Figure 1. The clock network.
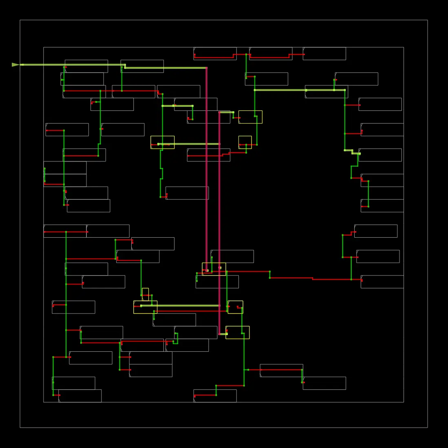
Figure 2. Sequential cells coloured by netlist name.
Scale bar: 20 µm. Other sequential cells in the stronger grey, the rest of the logic in the fainter grey.
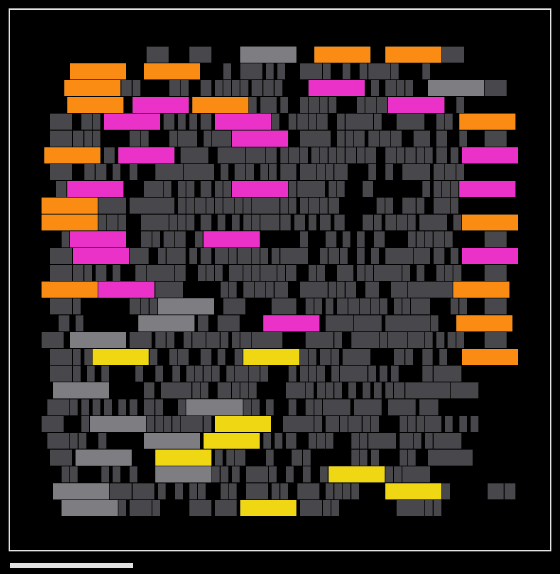
Figure 3. Metal layers overlaid.
Scale bar: 20 µm. Two of the layers only.
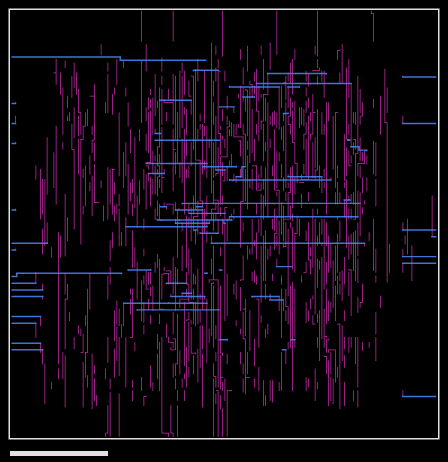
Figure 4. Routed clock nets over the placement.
Scale bar: 20 µm.
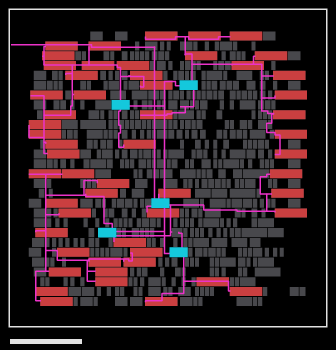
Figure 5. Placement by cell class.
Fill, decap, tap and diode cells in grey.
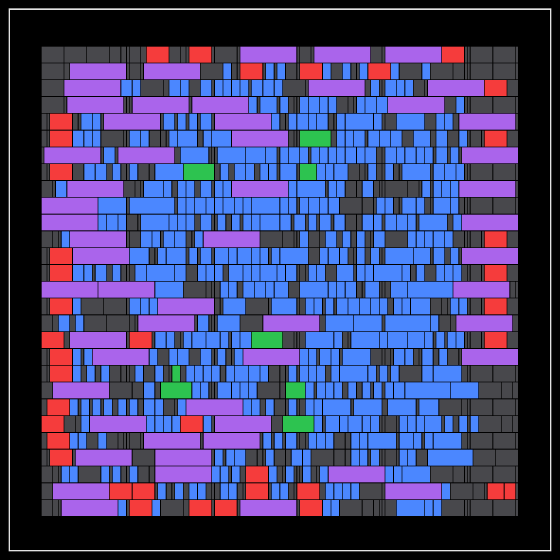
$ cat src/rtl/n1_seq_8x8.sv
// Sequential 8x8 multiplier built from one shared 4x4 partial-product core,
// stepping through the four nibble pairs over four cycles and accumulating.

module n1_4x4 (
  input  logic [3:0] a,
  input  logic [3:0] b,
  output logic [7:0] p
);
  logic [3:0] ll, lh, hl, hh;

  // 2x2 block reports 3*3 as 7 (drops one carry), so the core only underestimates
  function automatic logic [3:0] mul2(input logic [1:0] x, input logic [1:0] y);
    if (x == 2'd3 && y == 2'd3) return 4'd7;
    return {2'b00, x} * {2'b00, y};
  endfunction

  always_comb begin
    ll = mul2(a[1:0], b[1:0]);
    lh = mul2(a[1:0], b[3:2]);
    hl = mul2(a[3:2], b[1:0]);
    hh = mul2(a[3:2], b[3:2]);
    p  = {4'b0000, ll} + {2'b00, lh, 2'b00} + {2'b00, hl, 2'b00} + {hh, 4'b0000};
  end
endmodule

module n1_seq_8x8 #(
  parameter bit EXACT = 1'b0
) (
  input  logic        clk,
  input  logic        rst_n,
  input  logic        start,
  input  logic [7:0]  a,
  input  logic [7:0]  b,
  output logic        busy,
  output logic        done,
  output logic [15:0] y,
  output logic        ovf
);
  localparam logic [2:0] ST_IDLE = 3'd0;
  localparam logic [2:0] ST_PP0  = 3'd1;
  localparam logic [2:0] ST_PP1  = 3'd2;
  localparam logic [2:0] ST_PP2  = 3'd3;
  localparam logic [2:0] ST_PP3  = 3'd4;
  localparam logic [2:0] ST_DONE = 3'd5;

  logic [2:0]  state_q, state_d;
  logic [7:0]  ra_q, ra_d, rb_q, rb_d;
  logic [16:0] acc_q, acc_d;
  logic [15:0] y_q, y_d;
  logic        ovf_q, ovf_d;
  logic        done_q, done_d;

  logic [3:0]  core_a, core_b;
  logic [7:0]  core_p;
  logic [16:0] pp_shift, sum;

  always_comb begin
    core_a = 4'd0;
    core_b = 4'd0;
    case (state_q)
      ST_PP0:  begin core_a = ra_q[3:0]; core_b = rb_q[3:0]; end
      ST_PP1:  begin core_a = ra_q[3:0]; core_b = rb_q[7:4]; end
      ST_PP2:  begin core_a = ra_q[7:4]; core_b = rb_q[3:0]; end
      ST_PP3:  begin core_a = ra_q[7:4]; core_b = rb_q[7:4]; end
      default: begin core_a = 4'd0;      core_b = 4'd0;      end
    endcase
  end

  generate
    if (EXACT) begin : g_exact
      assign core_p = {4'b0000, core_a} * {4'b0000, core_b};
    end else begin : g_approx
      n1_4x4 u_core (
        .a(core_a),
        .b(core_b),
        .p(core_p)
      );
    end
  endgenerate

  always_comb begin
    case (state_q)
      ST_PP0:         pp_shift = {9'd0, core_p};
      ST_PP1, ST_PP2: pp_shift = {5'd0, core_p, 4'd0};
      ST_PP3:         pp_shift = {1'b0, core_p, 8'd0};
      default:        pp_shift = 17'd0;
    endcase
    sum = acc_q + pp_shift;
  end

  always_comb begin
    state_d = state_q;
    ra_d    = ra_q;
    rb_d    = rb_q;
    acc_d   = acc_q;
    y_d     = y_q;
    ovf_d   = ovf_q;
    done_d  = 1'b0;
    case (state_q)
      ST_IDLE: begin
        if (start) begin
          ra_d    = a;
          rb_d    = b;
          acc_d   = 17'd0;
          state_d = ST_PP0;
        end
      end
      ST_PP0: begin acc_d = sum; state_d = ST_PP1; end
      ST_PP1: begin acc_d = sum; state_d = ST_PP2; end
      ST_PP2: begin acc_d = sum; state_d = ST_PP3; end
      ST_PP3: begin
        acc_d   = sum;
        y_d     = sum[15:0];
        ovf_d   = sum[16];
        done_d  = 1'b1;
        state_d = ST_DONE;
      end
      default: state_d = ST_IDLE;
    endcase
  end

  always_ff @(posedge clk or negedge rst_n) begin
    if (!rst_n) begin
      state_q <= ST_IDLE;
      ra_q    <= 8'd0;
      rb_q    <= 8'd0;
      acc_q   <= 17'd0;
      y_q     <= 16'd0;
      ovf_q   <= 1'b0;
      done_q  <= 1'b0;
    end else begin
      state_q <= state_d;
      ra_q    <= ra_d;
      rb_q    <= rb_d;
      acc_q   <= acc_d;
      y_q     <= y_d;
      ovf_q   <= ovf_d;
      done_q  <= done_d;
    end
  end

  assign busy = (state_q != ST_IDLE);
  assign done = done_q;
  assign y    = y_q;
  assign ovf  = ovf_q;
endmodule
$ cat config.mk
export PLATFORM = sky130hd
export DESIGN_NAME = n1_seq_8x8
export DESIGN_NICKNAME = d
export VERILOG_FILES = /design/src/rtl/n1_seq_8x8.sv
export SDC_FILE = /design/constraint.sdc
export NUM_CORES = 1
export LEC_CHECK = 0
export ABC_AREA = 1
export CORE_MARGIN = 5
export CORE_UTILIZATION = 62
export CTS_CLUSTER_DIAMETER = 150
export DETAILED_ROUTE_END_ITERATION = 12
export GPL_ROUTABILITY_DRIVEN = 0
export PLACE_DENSITY_LB_ADDON = 0.2
export SYNTH_ARGS = -nofsm -noshare
export SYNTH_HDL_FRONTEND = slang
export SYNTH_SLANG_ARGS = --single-unit
$ cat constraint.sdc
create_clock -name clk -period 8.2 [get_ports clk]
set_input_delay 2.05 -clock clk [delete_from_list [all_inputs] [get_ports clk]]
set_output_delay 2.05 -clock clk [all_outputs]
set_load 0.01 [all_outputs]
==> CHANGELOG.md <==
## Flow update

- Arrival time at the worst endpoint: 6.41 ns
- Largest fanout of any net on the critical path: 37
- Count of pins over their slew limit: 0
- Routed metal-1 wire length: 3924 µm
- Share of synthesized area spent on multiplexers: 0%
- Endpoint class of the critical path: flop
- Post-synthesis average cell area: 7.153 µm²
- Routed Antenna Nets: 0
- Antenna cell count: 0
- Reg-to-reg critical path startpoint: state_q[0]
- Fa+ha+maj area frac: 13.45%
- DP Wirelength: 6346 µm
- Aoi share: 7.804%
- Post-detailed-routing wire length: 8283 µm
- Highest metal layer with signal wires: met4
- Largest non-sequential cell family by area: simple AND/OR/NAND/NOR gates
- Antenna violations before repair: 0
- Global Route met2 Usage: 36.51%
- Fraction of layout cells with a size suffix above 1: 5.000%
- Final period demand of the worst path: 6.199 ns
- Global-route wire length before repair: 14270 µm
- Number of global-route vias before repair: 3123
- Cell type of the slowest stage on the worst timing path: sky130_fd_sc_hd__fa_1
- Number of DRC markers in iteration 0: 268
- Power Sequential: 439 µW
- Post-Synthesis Cell Area: 0.003720 mm²
- Critical path startpoint: state_q[0]
- Total number of warnings across the stage logs: 26
- Non-clock inverter total of the final layout: 67
- Area fraction of clock buffers and clock inverters: 2.091%
- H-tree depth reported by CTS: 2
- Worst Hold Class: flop to flop
- Start-to-end type of the worst setup path: flop to flop
- Buffer count from post-CTS setup fixing: 0
- Vias per cell: 5.380
- Grt total ovfl: 0
- Die area: 0.007648 mm²
- Switching power summed over all nets: 651.8 µW
- Power in combinational cells: 765 µW
- Instance tally after logic synthesis: 520
- Sequential share of the synthesized area: 36.33%
- Switching portion of total power: 47.96%
- Flops & latches, synth: 54
- Count of hold-fix buffers inserted at cts: 0
- Num rows: 28
- Share of total power in sequential cells: 32.3%
- Met3 global-route usage: 4.447%
- FMAX: 161.3 MHz
- Horiz. Die Dim: 87.46 µm
- Logic share of the area: 49.19%
- Number of flip-flops and latches: 54
- Worst-case clock buffer depth: 2
- Area share of and/or/nand/nor cells after synthesis: 32.56%
- Area growth from synthesis to final layout: 14.19%
- Number of hold violations in the final report: 0
- Tcrit/Tclk final: 75.60%
- Fraction of synthesized cell area taken by the top area cell type: 36.33%
- Core region area: 0.005886 mm²
- Final layout net count: 615
- Tap cells: 75
- Yosys Instances: 520
- Total area of multi-input combinational cells: 0.002090 mm²
- Met3 WL post-DR: 509 µm
- Critical path required time: 8.41 ns
- GR Layer Usage met1: 32.53%
- Startpoint of the tightest hold check path: y[14]
- Amount of wire on met2 after detailed routing: 3701 µm
- Iteration count of the initial detailed-routing pass: 5
- Most area-consuming cells after synthesis: sky130_fd_sc_hd__dfrtp_1, sky130_fd_sc_hd__nand2_1, sky130_fd_sc_hd__ha_1
- Number of enable flip-flop cells: 0
- Largest net degree at the start of global routing: 55
- IR Drop Worst-Case VDD: 183.2 µV
- Top Usage Layer GRT: met2
- DIE HEIGHT: 87.46 µm
- P_int: 707.3 µW
- Synth Net Count: 576
- Top-count cell post-synth: sky130_fd_sc_hd__nand2_1
- Cell family with most CP delay: adder cells
- Multi-input gate count: 393
- Status: complete, no violations
- Unrepaired setup endpoints after global routing: no
- Largest contributor to cell area by class: multi-input combinational cells
- # DRC: 0
- Most common cell after layout, fill and taps aside: sky130_fd_sc_hd__nand2_1
- Overall routing resource usage: 23.39%
- Yosys warnings: 0
- Highest-count cells in the layout ignoring fill and taps: sky130_fd_sc_hd__nand2_1, sky130_fd_sc_hd__inv_1, sky130_fd_sc_hd__dfrtp_1
- Dominant power group: combinational logic
- Post-synthesis cell type with the largest combined area: sky130_fd_sc_hd__dfrtp_1
- Cell area power density: 320.0 mW/mm²
- Final setup fails: 0
- Buffers & Inverters on Critical Path: 4
- # fillers: 483
- Worst hold slack across all endpoints: 0.4870 ns
- Async S/R FF share, synth: 100.0%
- Top cell by count, worst path: sky130_fd_sc_hd__nand2_1
- Storage cell area: 0.001351 mm²
- LEAKAGE: 2.428 nW
- Parity-gate share of the synthesized area counting xor and xnor cells: 2.355%
- I/O Pins: 38
- Number of port buffers: 37
- Max Cap Violations: 0
- Logic pwr share: 56.3%
- Slowest cell delay on critical path: 0.56 ns
-- Figure 1 (at the start) --
CTS Sinks: 54
skew final: 0.006596 ns
number of clock-tree buffers in the layout: 6
Clock group: 155 µW
number of buffers inserted during clock tree synthesis: 5

-- Figure 2 (at the start) --
[`y`] orange | flops: 16
[`acc_q`] magenta | flops: 17
[`ra_q`] yellow | flops: 8

-- Figure 3 (at the start) --
[metal 3] blue | wire length: 509 µm
[metal 2] magenta | wire length: 3700 µm
via total after detailed routing: 3416
final routed wire length divided by cell count: 13.04 µm

-- Figure 4 (at the start) --
[flip-flops] red | count: 54
[clock wires] magenta | length: 698 µm
[clock drivers] cyan | count: 5
routed clock nets: 6
clock group share of total power: 11.4%
Worst-Skew Late Latency: 0.31 ns

-- Figure 5 (at the start) --
[other buffers and delay cells] red | cells: 38 | share of their area: 9.0%
[combinational and other logic] blue | cells: 460 | share of their area: 56%
[clock drivers and dummy loads] green | cells: 8 | share of their area: 2.1%
[flops] purple | cells: 54 | share of their area: 33%
sequential share of cell area: 31.81%
post-layout util: 72.17%

-- per-stage QoR --
stage          setup slack (ns)  area, µm²  cells  power (mW)
2_1_floorplan             3.102       3720    520      0.9595
3_3_place_gp              2.281       4159    627       1.180
3_5_place_dp              2.062       4159    627       1.200
4_1_cts                   2.026       4248    635       1.358
5_1_grt                   1.555       4248    635       1.487
6_report                  2.001       4248    635       1.359
-- sequential cells by signal, indices dropped and copies added (netlist names) --
register,cells
y,16
acc_q,17
rb_q,8
state_q,3
ovf,1
ra_q,8
done,1
-- path summary, 6_finish.rpt --
kind | cells after the start | endpoint
max in group asynchronous | 2 | acc_q[9]
min | 2 | y[14]
min in group asynchronous | 2 | ra_q[2]
max | 31 | acc_q[16]
min reg2reg | 2 | y[14]
max reg2reg | 31 | acc_q[16]
Power is estimated from default activity; no workload was simulated.
